[src/rtl/uv_risc_pkg.sv]
// Shared uv-risc definitions: default register-file geometry, select type and flag bit indices.
package uv_risc_pkg;

  localparam int DEF_WIDTH  = 16;
  localparam int DEF_NREGS  = 8;
  localparam int DEF_FLAGSW = 4;
  localparam int DEF_SELW   = $clog2(DEF_NREGS);

  typedef logic [DEF_SELW-1:0] reg_sel_t;

  localparam int Z = 0;
  localparam int N = 1;
  localparam int C = 2;
  localparam int V = 3;

endpackage

[src/rtl/regfile_scoreboard.sv]
// Pending-write scoreboard: one busy bit per register, set by an accepted issue, cleared by writeback.
module regfile_scoreboard
  import uv_risc_pkg::*;
#(
  parameter  int NREGS = DEF_NREGS,
  localparam int SELW  = $clog2(NREGS)
) (
  input  logic             clk,
  input  logic             reset,
  input  logic             iss_valid_i,
  input  logic [SELW-1:0]  iss_sel_i,
  input  logic [NREGS-1:0] clr_vec_i,
  input  logic [SELW-1:0]  rd1_sel_i,
  input  logic [SELW-1:0]  rd2_sel_i,
  output logic [NREGS-1:0] busy_vec_o,
  output logic             busy1_o,
  output logic             busy2_o,
  output logic             iss_ready_o
);

  logic [NREGS-1:0] busy_q, busy_d;

  assign iss_ready_o = !busy_q[iss_sel_i] || (iss_sel_i == '0);

  // The set is applied after the clear so a same-cycle reissue stays pending.
  always_comb begin
    busy_d = busy_q & ~clr_vec_i;
    if (iss_valid_i && iss_ready_o) begin
      busy_d[iss_sel_i] = 1'b1;
    end
    busy_d[0] = 1'b0;
  end

  always_ff @(posedge clk) begin
    if (!reset) begin
      busy_q <= '0;
    end else begin
      busy_q <= busy_d;
    end
  end

  assign busy_vec_o = busy_q;
  assign busy1_o    = busy_q[rd1_sel_i];
  assign busy2_o    = busy_q[rd2_sel_i];

endmodule

[src/rtl/regfile_scb.sv]
// uv-risc register unit with R0 hard-wired zero, HI write port, flags and pending-write scoreboard.
// Build option REGFILE_BYPASS_EN: same-cycle writes are forwarded to the read ports and flags output.
module regfile_scb
  import uv_risc_pkg::*;
#(
  parameter  int WIDTH  = DEF_WIDTH,
  parameter  int NREGS  = DEF_NREGS,
  parameter  int FLAGSW = DEF_FLAGSW,
  parameter  int HI_REG = 1,
  localparam int SELW   = $clog2(NREGS)
) (
  input  logic              clk,
  input  logic              reset,
  input  logic              reg_we,
  input  logic [SELW-1:0]   wr_sel,
  input  logic [WIDTH-1:0]  data_in,
  input  logic              hi_we,
  input  logic [WIDTH-1:0]  hi_in,
  input  logic              flags_we,
  input  logic [FLAGSW-1:0] flags_in,
  input  logic [SELW-1:0]   rd1_sel,
  input  logic [SELW-1:0]   rd2_sel,
  output logic [WIDTH-1:0]  data1,
  output logic [WIDTH-1:0]  data2,
  output logic              busy1,
  output logic              busy2,
  output logic [FLAGSW-1:0] flags,
  input  logic              iss_valid,
  input  logic [SELW-1:0]   iss_sel,
  output logic              iss_ready,
  output logic [NREGS-1:0]  busy_vec
);

  localparam logic [SELW-1:0] HI_SEL = SELW'(HI_REG);

  logic [WIDTH-1:0]  regs_q [NREGS];
  logic [WIDTH-1:0]  regs_d [NREGS];
  logic [FLAGSW-1:0] flags_q;
  logic [NREGS-1:0]  clr_vec;
  logic              sb_busy1, sb_busy2;

  // Data port is applied last so it wins a collision with the hi port.
  always_comb begin
    for (int i = 0; i < NREGS; i++) begin
      regs_d[i]  = regs_q[i];
      clr_vec[i] = 1'b0;
      if (hi_we && (HI_SEL == SELW'(i))) begin
        regs_d[i]  = hi_in;
        clr_vec[i] = 1'b1;
      end
      if (reg_we && (wr_sel == SELW'(i))) begin
        regs_d[i]  = data_in;
        clr_vec[i] = 1'b1;
      end
    end
    regs_d[0]  = '0;
    clr_vec[0] = 1'b0;
  end

  always_ff @(posedge clk) begin
    if (!reset) begin
      for (int i = 0; i < NREGS; i++) begin
        regs_q[i] <= '0;
      end
      flags_q <= '0;
    end else begin
      for (int i = 0; i < NREGS; i++) begin
        regs_q[i] <= regs_d[i];
      end
      if (flags_we) begin
        flags_q <= flags_in;
      end
    end
  end

  regfile_scoreboard #(.NREGS(NREGS)) u_scb (
    .clk         (clk),
    .reset       (reset),
    .iss_valid_i (iss_valid),
    .iss_sel_i   (iss_sel),
    .clr_vec_i   (clr_vec),
    .rd1_sel_i   (rd1_sel),
    .rd2_sel_i   (rd2_sel),
    .busy_vec_o  (busy_vec),
    .busy1_o     (sb_busy1),
    .busy2_o     (sb_busy2),
    .iss_ready_o (iss_ready)
  );

`ifdef REGFILE_BYPASS_EN
  // regs_d already carries the prioritised same-cycle write and a zero R0.
  assign data1 = regs_d[rd1_sel];
  assign data2 = regs_d[rd2_sel];
  assign busy1 = sb_busy1 && !clr_vec[rd1_sel];
  assign busy2 = sb_busy2 && !clr_vec[rd2_sel];
  assign flags = flags_we ? flags_in : flags_q;
`else
  assign data1 = regs_q[rd1_sel];
  assign data2 = regs_q[rd2_sel];
  assign busy1 = sb_busy1;
  assign busy2 = sb_busy2;
  assign flags = flags_q;
`endif

endmodule

[config.mk]
export PLATFORM = sky130hd
export DESIGN_NAME = regfile_scb
export DESIGN_NICKNAME = d
export VERILOG_FILES = /design/src/rtl/uv_risc_pkg.sv /design/src/rtl/regfile_scoreboard.sv /design/src/rtl/regfile_scb.sv
export SDC_FILE = /design/constraint.sdc
export NUM_CORES = 1
export LEC_CHECK = 0
export ABC_AREA = 1
export CAP_MARGIN = 25
export CORE_ASPECT_RATIO = 1.25
export CORE_UTILIZATION = 52
export CTS_BUF_LIST = sky130_fd_sc_hd__clkbuf_4
export DETAILED_ROUTE_END_ITERATION = 8
export PLACE_DENSITY_LB_ADDON = 0.1
export SYNTH_ARGS = -nofsm -noshare
export SYNTH_HDL_FRONTEND = slang
export SYNTH_HIERARCHICAL = 1
export SYNTH_SLANG_ARGS = --single-unit
[constraint.sdc]
create_clock -name clk -period 2.7 [get_ports clk]
set_clock_uncertainty 0.1 [all_clocks]
set_input_delay 0.54 -clock clk [delete_from_list [all_inputs] [get_ports clk]]
set_output_delay 0.54 -clock clk [all_outputs]
set_load 0.1 [all_outputs]
**Run 1: M1 wires**

Cells faint in the background.
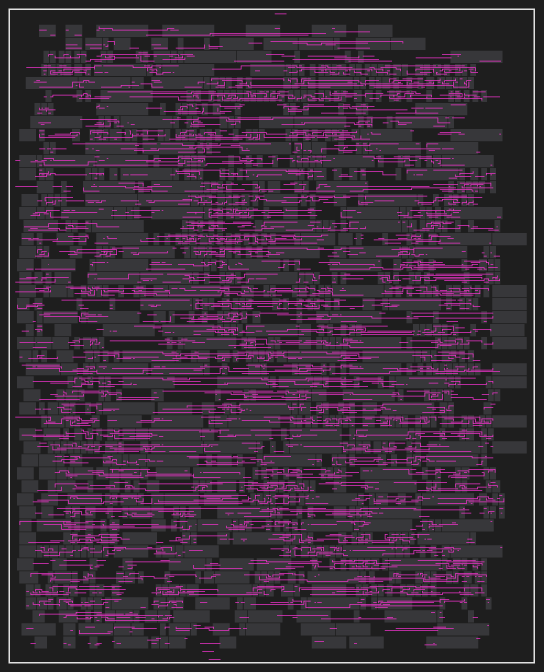
longest straight run: 42.3 um
nets with wire on the layer: 1112
wire length on this layer: 8660 um
main direction: horizontal

**Run 1: the metal 2 layer**

The bar under the picture is 20 um long.
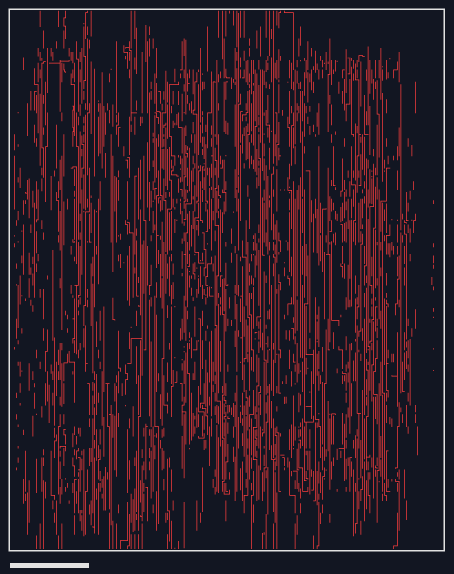
share of all routed wire: 48%
wire length on this layer: 10300 um
main direction: vertical
nets with wire on the layer: 882

**Run 1: the metal 3 layer**

The bar under the picture is 20 um long.
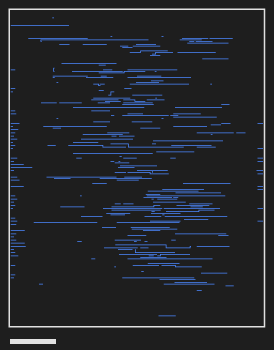
share of all routed wire: 10%
main direction: horizontal
longest straight run: 46.2 um
wire length on this layer: 2190 um

**Run 1: the metal 4 layer**

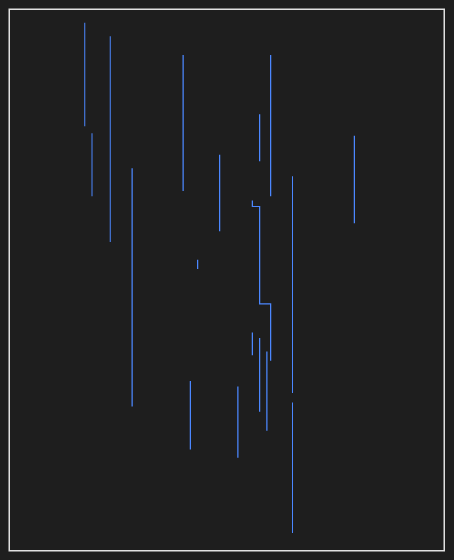
main direction: vertical
longest straight run: 59.8 um
wire length on this layer: 487 um

==> flow_summary.html, run 1 <==
<h2>Implementation results</h2>
<table>
<tr><th>Metric</th><th>Value</th></tr>
<tr><th colspan="2">Route</th></tr>
<tr><td>Wire per inst</td><td>15.8 um</td></tr>
<tr><td>Detailed-route wire length</td><td>21.7 mm</td></tr>
<tr><td>Antenna viol nets, final</td><td>0</td></tr>
<tr><td>1st-pass router iterations</td><td>6</td></tr>
<tr><td>Vias per std cell</td><td>5.25</td></tr>
<tr><td>Total DRC errors in the routed layout</td><td>0</td></tr>
<tr><th colspan="2">Worst setup path</th></tr>
<tr><td>List of cells traversed by the critical path</td><td>clkdlybuf4s50_1, buf_12, nand3_1, nand2_1, nand2_1, nand2_1, buf_12</td></tr>
<tr><td>Crit-path slowest cell</td><td>clkdlybuf4s50_1</td></tr>
<tr><td>Worst r2r src</td><td>u_scb/busy_vec_o[3]</td></tr>
<tr><td>Worst reg2reg path endpoint</td><td>u_scb/busy_vec_o[4]</td></tr>
<tr><td>Data arrival time of the critical path</td><td>2000 ps</td></tr>
<tr><td>Reg2Reg Setup Slack</td><td>1330 ps</td></tr>
<tr><td>Crit Path Category</td><td>primary input to output port</td></tr>
<tr><td>Startpoint class of the critical path</td><td>primary input</td></tr>
<tr><th colspan="2">Global routing</th></tr>
<tr><td>Wire length of the first global-routing pass</td><td>34.1 mm</td></tr>
<tr><td>Overall track demand over capacity in global routing</td><td>0.308</td></tr>
<tr><td>Pin count of the biggest net entering global routing</td><td>49</td></tr>
<tr><th colspan="2">Floorplanning</th></tr>
<tr><td>Die Y</td><td>136 um</td></tr>
<tr><td>Die Wd</td><td>109 um</td></tr>
<tr><th colspan="2">Final timing</th></tr>
<tr><td>Share of the cycle needed by the critical path after routing</td><td>0.978</td></tr>
<tr><td>Min cycle time layout</td><td>2640 ps</td></tr>
<tr><td>Slew Viols, Final</td><td>0</td></tr>
<tr><td>TNS Setup</td><td>0 ps</td></tr>
<tr><td>Unrepaired setup endpoints after global routing</td><td>false</td></tr>
<tr><td>Setup violators final</td><td>0</td></tr>
<tr><th colspan="2">Cells and area</th></tr>
<tr><td>Final-stage net count</td><td>1234</td></tr>
<tr><td>Number of diodes</td><td>0</td></tr>
<tr><td>Ratio of cells with drive above 1 in the final layout</td><td>0.126</td></tr>
<tr><td>Signed area change from the synthesized netlist to the final layout</td><td>26.9%</td></tr>
<tr><td>Final cell utilization of the core</td><td>0.684</td></tr>
<tr><th colspan="2">Pwr</th></tr>
<tr><td>Total internal power</td><td>0.00323 W</td></tr>
<tr><td>Clock power share</td><td>0.242</td></tr>
<tr><td>Switching power summed over all nets</td><td>0.00192 W</td></tr>
<tr><th colspan="2">Clocking</th></tr>
<tr><td>Worst-case clock buffer depth</td><td>2</td></tr>
<tr><td>Insertion delay to the later sink of the worst-skew pair</td><td>540 ps</td></tr>
<tr><td>Clock transition at the registers of the reported paths</td><td>120 ps</td></tr>
<tr><td>Clock tree from TritonCTS</td><td>built</td></tr>
<tr><td>Number of sinks handled by clock tree synthesis</td><td>123</td></tr>
<tr><th colspan="2">Worst hold path</th></tr>
<tr><td>Hold-critical path depth</td><td>2</td></tr>
<tr><th colspan="2">Synth</th></tr>
<tr><td>Post-Synthesis Net Count</td><td>1129</td></tr>
<tr><th colspan="2">Status</th></tr>
<tr><td>Run status</td><td>finished, final reports clean</td></tr>
<tr><th colspan="2">Run</th></tr>
<tr><td>Max-capacitance violation count</td><td>0</td></tr>
</table>
## run 1: through the flow
step,setup WS [ps],total power (W),cells,instance area [um^2],hold slack [ps]
3_5_place_dp,10.5,0.00394,1336,9250,396
2_1_floorplan,48.3,0.00331,1075,7530,575
3_3_place_gp,20.5,0.00392,1336,9250,382
4_1_cts,5.74,0.00515,1368,9520,429
6_report,60.4,0.00515,1368,9530,430
5_1_grt,4.82,0.00535,1368,9530,482
## run 1: area by class of cell
cell class | count | area (um^2)
Tap cell | 175 | 219
Sequential cell | 123 | 3580
Timing Repair Buffer | 137 | 1740
Clock buffer | 17 | 128
Clock inverter | 15 | 141
Inverter | 171 | 647
Multi-Input combinational cell | 730 | 3060
Fill cell | 1175 | 4410
## run 1: placed cells by master, fill, tap and decap left out, types with 5 or more instances in the layout
cell type and count:
nor2_1 103, o21ai_0 6, inv_1 165, clkdlybuf4s50_1 50, a21oi_1 9, nand2_2 7, buf_4 37, clkinv_4 5
clkbuf_4 17, or2_2 5, nand2_1 454, edfxtp_1 112, nand3_1 123, buf_12 47, dfxtp_1 10
## run 1: flip-flops by register name, summed over array words and instances, names as in the netlist
signal	flops
regs_q	112
u_scb/busy_vec_o	7
flags	4
## run 1: how the worst max path moves through the flow
stage | from | to | cells after the start
4_1_cts | rd1_sel[1] | data1[13] | 7
6_report | rd2_sel[1] | data2[1] | 7
3_5_place_dp | rd1_sel[1] | data1[13] | 7
5_1_grt | rd2_sel[1] | data2[1] | 7
2_1_floorplan | u_scb/busy_vec_o[3] | busy1 | 6
3_3_place_gp | rd1_sel[1] | data1[13] | 7
## run 1: worst reg2reg max path, cell delays in order, from the launching register on
cell and delay (ps):
dfxtp_1 340, inv_1 130, nand2_1 60, nand3_1 90
nand2_1 90, nor2_4 120, buf_4 160, nand3_1 70
a21oi_1 140
## run 1: metal layers
| layer | up-vias | global-route usage | wire length, um |
|---|---|---|---|
| met2 | 415 | 0.492 | 10300 |
| met3 | 43 | 0.0417 | 2190 |
| li1 | 3509 | - | - |
| met5 | - | 0 | 0 |
| met1 | 3213 | 0.429 | 8660 |
| met4 | 0 | 0.109 | 486 |
## run 1: timing repair
item / 4_1_cts / 5_1_grt
buffers inserted: 0 / 0
resized: 0 / 1
endpoints found under the setup margin: 0 / 17
hold buffers: 0 / 0
## run 1: power groups by stage
stage / Clock, W / Sequential (W) / Combinational [W]
2_1_floorplan: 0 / 0.00235 / 0.000956
3_3_place_gp: 0 / 0.00232 / 0.00161
3_5_place_dp: 0 / 0.00232 / 0.00162
4_1_cts: 0.00126 / 0.00228 / 0.00162
5_1_grt: 0.00133 / 0.00229 / 0.00173
6_report: 0.00124 / 0.00228 / 0.00163
==> run 2: changes to the inputs <==
--- a/config.mk
+++ b/config.mk
@@ -8,11 +8,10 @@
 export ABC_AREA = 1
 export CAP_MARGIN = 25
 export CORE_ASPECT_RATIO = 1.25
-export CORE_UTILIZATION = 52
+export CORE_UTILIZATION = 51
 export CTS_BUF_LIST = sky130_fd_sc_hd__clkbuf_4
 export DETAILED_ROUTE_END_ITERATION = 8
 export PLACE_DENSITY_LB_ADDON = 0.1
 export SYNTH_ARGS = -nofsm -noshare
 export SYNTH_HDL_FRONTEND = slang
-export SYNTH_HIERARCHICAL = 1
 export SYNTH_SLANG_ARGS = --single-unit
**Run 2: the metal 2 layer**

The bar under the picture is 20 um long.
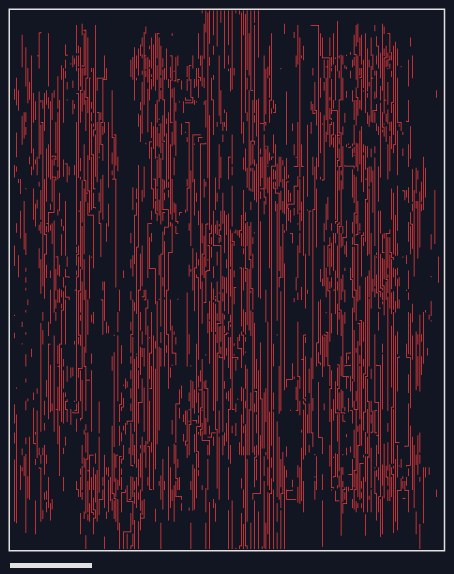
nets with wire on the layer: 837
main direction: vertical
share of all routed wire: 50%
longest straight run: 68.5 um

**Run 2: clock nets**

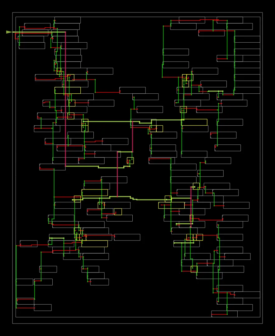
clock group power: 0.00151 W
Flops: 123
number of sinks handled by clock tree synthesis: 123
number of clock buffers inserted by TritonCTS: 17
count of clock-net buffers in the final layout: 17

==> flow_summary.html, run 2 <==
<h2>Implementation results</h2>
<table>
<tr><th>Metric</th><th>Value</th></tr>
<tr><th colspan="2">Floorplanning</th></tr>
<tr><td>Die Y</td><td>132 um (was 136 um)</td></tr>
<tr><td>Die Wd</td><td>106 um (was 109 um)</td></tr>
<tr><td>Rows</td><td>47 (was 48)</td></tr>
<tr><td>Ports placed on the boundary</td><td>101 (unchanged)</td></tr>
<tr><th colspan="2">Cells and area</th></tr>
<tr><td>Signed area change from the synthesized netlist to the final layout</td><td>28.8% (was 26.9%)</td></tr>
<tr><td>Largest register FFs</td><td>112 (unchanged)</td></tr>
<tr><td>Ratio of cells with drive above 1 in the final layout</td><td>0.147 (was 0.126)</td></tr>
<tr><td>Top cells excl fill/tap</td><td>nand2_1, edfxtp_1, o21ai_0 (was nand2_1, inv_1, nand3_1)</td></tr>
<tr><td>Register bank with the most flops</td><td>regs_q (unchanged)</td></tr>
<tr><td>Highest-count logic cell in the final layout</td><td>nand2_1 (unchanged)</td></tr>
<tr><td>Final-stage net count</td><td>1022 (was 1234)</td></tr>
<tr><td>Final cell count without fillers</td><td>1152 (was 1368)</td></tr>
<tr><td>Post-route design area</td><td>8940 um^2 (was 9530 um^2)</td></tr>
<tr><th colspan="2">Worst setup path</th></tr>
<tr><td>Reg2Reg Setup Slack</td><td>1440 ps (was 1330 ps)</td></tr>
<tr><td>Logic depth of the worst register-to-register path</td><td>7 (was 8)</td></tr>
<tr><td>Data arrival time of the critical path</td><td>1900 ps (was 2000 ps)</td></tr>
<tr><td>Element type at the critical path end</td><td>output port (unchanged)</td></tr>
<tr><td>Crit Path Category</td><td>primary input to output port (unchanged)</td></tr>
<tr><td>Required time of the critical path</td><td>2060 ps (about the same)</td></tr>
<tr><td>Startpoint class of the critical path</td><td>primary input (unchanged)</td></tr>
<tr><th colspan="2">Pwr</th></tr>
<tr><td>Clock power share</td><td>0.284 (was 0.242)</td></tr>
<tr><td>Total internal power</td><td>0.00353 W (was 0.00323 W)</td></tr>
<tr><td>Switching power summed over all nets</td><td>0.00178 W (was 0.00192 W)</td></tr>
<tr><th colspan="2">Synth</th></tr>
<tr><td>Async set-reset flop share out of synthesis</td><td>0</td></tr>
<tr><td>Seq share, synth</td><td>0.516</td></tr>
<tr><td>Chip area in the Yosys report</td><td>6940 um^2</td></tr>
<tr><td>Largest cells by area</td><td>edfxtp_1, nand2_1, o21ai_0</td></tr>
<tr><td>Average cell area after synthesis</td><td>8.05 um^2 (was 6.98 um^2)</td></tr>
<tr><td>Post-Synthesis Net Count</td><td>917 (was 1129)</td></tr>
<tr><td>Gate count after technology mapping</td><td>863 (was 1075)</td></tr>
<tr><td>Area of the mapped netlist</td><td>6940 um^2 (was 7500 um^2)</td></tr>
<tr><td>Synth Flop Type</td><td>edfxtp_1</td></tr>
<tr><th colspan="2">Global routing</th></tr>
<tr><td>Overall track demand over capacity in global routing</td><td>0.291 (was 0.308)</td></tr>
<tr><td>Pin count of the biggest net entering global routing</td><td>67 (was 49)</td></tr>
<tr><td>Wire length of the first global-routing pass</td><td>31.7 mm (was 34.1 mm)</td></tr>
<tr><th colspan="2">Placement</th></tr>
<tr><td>Estimated wirelength of the detail-placed design</td><td>14.5 mm (was 14.8 mm)</td></tr>
<tr><td>Cell Count Post-Placement</td><td>1120 (was 1336)</td></tr>
<tr><td>Port-buffer cells</td><td>99 (unchanged)</td></tr>
<tr><td>Placed Area</td><td>8610 um^2 (was 9250 um^2)</td></tr>
<tr><th colspan="2">Clocking</th></tr>
<tr><td>Worst-case clock buffer depth</td><td>2 (unchanged)</td></tr>
<tr><td>Number of setup buffers added after CTS</td><td>0 (unchanged)</td></tr>
<tr><td>Clock transition at the registers of the reported paths</td><td>110 ps (was 120 ps)</td></tr>
<tr><td>Clock tree from TritonCTS</td><td>built (unchanged)</td></tr>
<tr><td>Insertion delay to the later sink of the worst-skew pair</td><td>500 ps (was 540 ps)</td></tr>
<tr><th colspan="2">Final timing</th></tr>
<tr><td>Share of the cycle needed by the critical path after routing</td><td>0.940 (was 0.978)</td></tr>
<tr><td>Worst-case hold slack</td><td>387 ps (was 430 ps)</td></tr>
<tr><td>Unrepaired setup endpoints after global routing</td><td>false (unchanged)</td></tr>
<tr><td>TNS Setup</td><td>0 ps (unchanged)</td></tr>
<tr><td>Min cycle time layout</td><td>2540 ps (was 2640 ps)</td></tr>
<tr><td>Setup violators final</td><td>0 (unchanged)</td></tr>
<tr><td>Slew Viols, Final</td><td>0 (unchanged)</td></tr>
<tr><th colspan="2">Route</th></tr>
<tr><td>1st-pass router iterations</td><td>6 (unchanged)</td></tr>
<tr><td>Vias per std cell</td><td>5.63 (was 5.25)</td></tr>
<tr><td>Wire per inst</td><td>17.3 um (was 15.8 um)</td></tr>
<tr><td>Met2 wirelength from detailed routing</td><td>9.92 mm (was 10.3 mm)</td></tr>
<tr><td>Detailed-route wire length</td><td>19.9 mm (was 21.7 mm)</td></tr>
<tr><td>Highest Signal Layer</td><td>met4 (unchanged)</td></tr>
<tr><td>Met3 wire length</td><td>1.54 mm (was 2.19 mm)</td></tr>
<tr><td>Metal1 wirelength</td><td>8.15 mm (was 8.66 mm)</td></tr>
<tr><td>Total DRC errors in the routed layout</td><td>0 (unchanged)</td></tr>
<tr><td>Antenna viol nets, final</td><td>0 (unchanged)</td></tr>
<tr><th colspan="2">Worst hold path</th></tr>
<tr><td>Hold-critical path depth</td><td>2 (unchanged)</td></tr>
<tr><th colspan="2">Status</th></tr>
<tr><td>Run status</td><td>finished, final reports clean (unchanged)</td></tr>
<tr><th colspan="2">Run</th></tr>
<tr><td>Max-capacitance violation count</td><td>0 (unchanged)</td></tr>
</table>
## run 2: worst max-delay path: stages
cell and delay (ps):
clkdlybuf4s50_1 580, inv_2 100, nand2_1 70, nand2_1 40
nand2_1 50, nand2_1 90, nor2_4 210, buf_12 210
## run 2: kinds of logic (layout without fill, tap and decap cells)
group / count (synthesis) / count (layout)
AOI/OAI and AO/OA: 224 / 224
DFF: 123 / 123
and+or+nand+nor: 359 / 359
other: 1 / 2
buffers and inverters: 156 / 273
## run 2: cell type report
cell class	count	area (um^2)
fillers	1138	4350
inverters	103	389
multi-input cells	584	2710
diodes	1	2.50
well taps	171	214
flip-flops and latches	123	3590
repair buffers	139	1710
clock inverters	14	203
clock buffers	17	128
## run 2: power by group through the flow
stage               logic (W)  registers, W  clock network, W
floorplan            0.000881       0.00236                 0
global placement      0.00149       0.00231                 0
detailed placement    0.00151       0.00232                 0
CTS                   0.00152       0.00228           0.00153
global route          0.00160       0.00229           0.00160
finish                0.00152       0.00228           0.00151
## run 2: metrics by stage
step / total power, W / util / setup WS (ps)
after floorplan: 0.00324 / - / 18.6
after global placement: 0.00381 / 0.648 / -25.1
after detailed placement: 0.00383 / 0.648 / -70.1
after CTS: 0.00532 / 0.672 / 5.06
after global routing: 0.00549 / 0.673 / 72.0
final: 0.00531 / 0.673 / 163
## run 2: what timing repair did
action                                  4_1_cts  5_1_grt
endpoints found under the setup margin       15       15
resized                                       2        1
hold buffers                                  0        0
cloned                                        0        0
## run 2: metal layers
metal / global-route usage / vias to the layer above
li1: - / 3085
met1: 0.376 / 3050
met2: 0.482 / 320
met3: 0.0557 / 32
met4: 0.112 / 0
met5: 0 / -
## run 2: worst paths after layout
| check | start | to |
|---|---|---|
| hold / removal | u_scb.busy_vec_o[5] | u_scb.busy_vec_o[5] |
| hold reg to reg | u_scb.busy_vec_o[5] | u_scb.busy_vec_o[5] |
| setup reg to reg | u_scb.busy_vec_o[3] | u_scb.busy_vec_o[4] |
| setup / recovery | iss_sel[0] | iss_ready |
Power figures rest on the tool's default switching activity, not on a simulated workload.
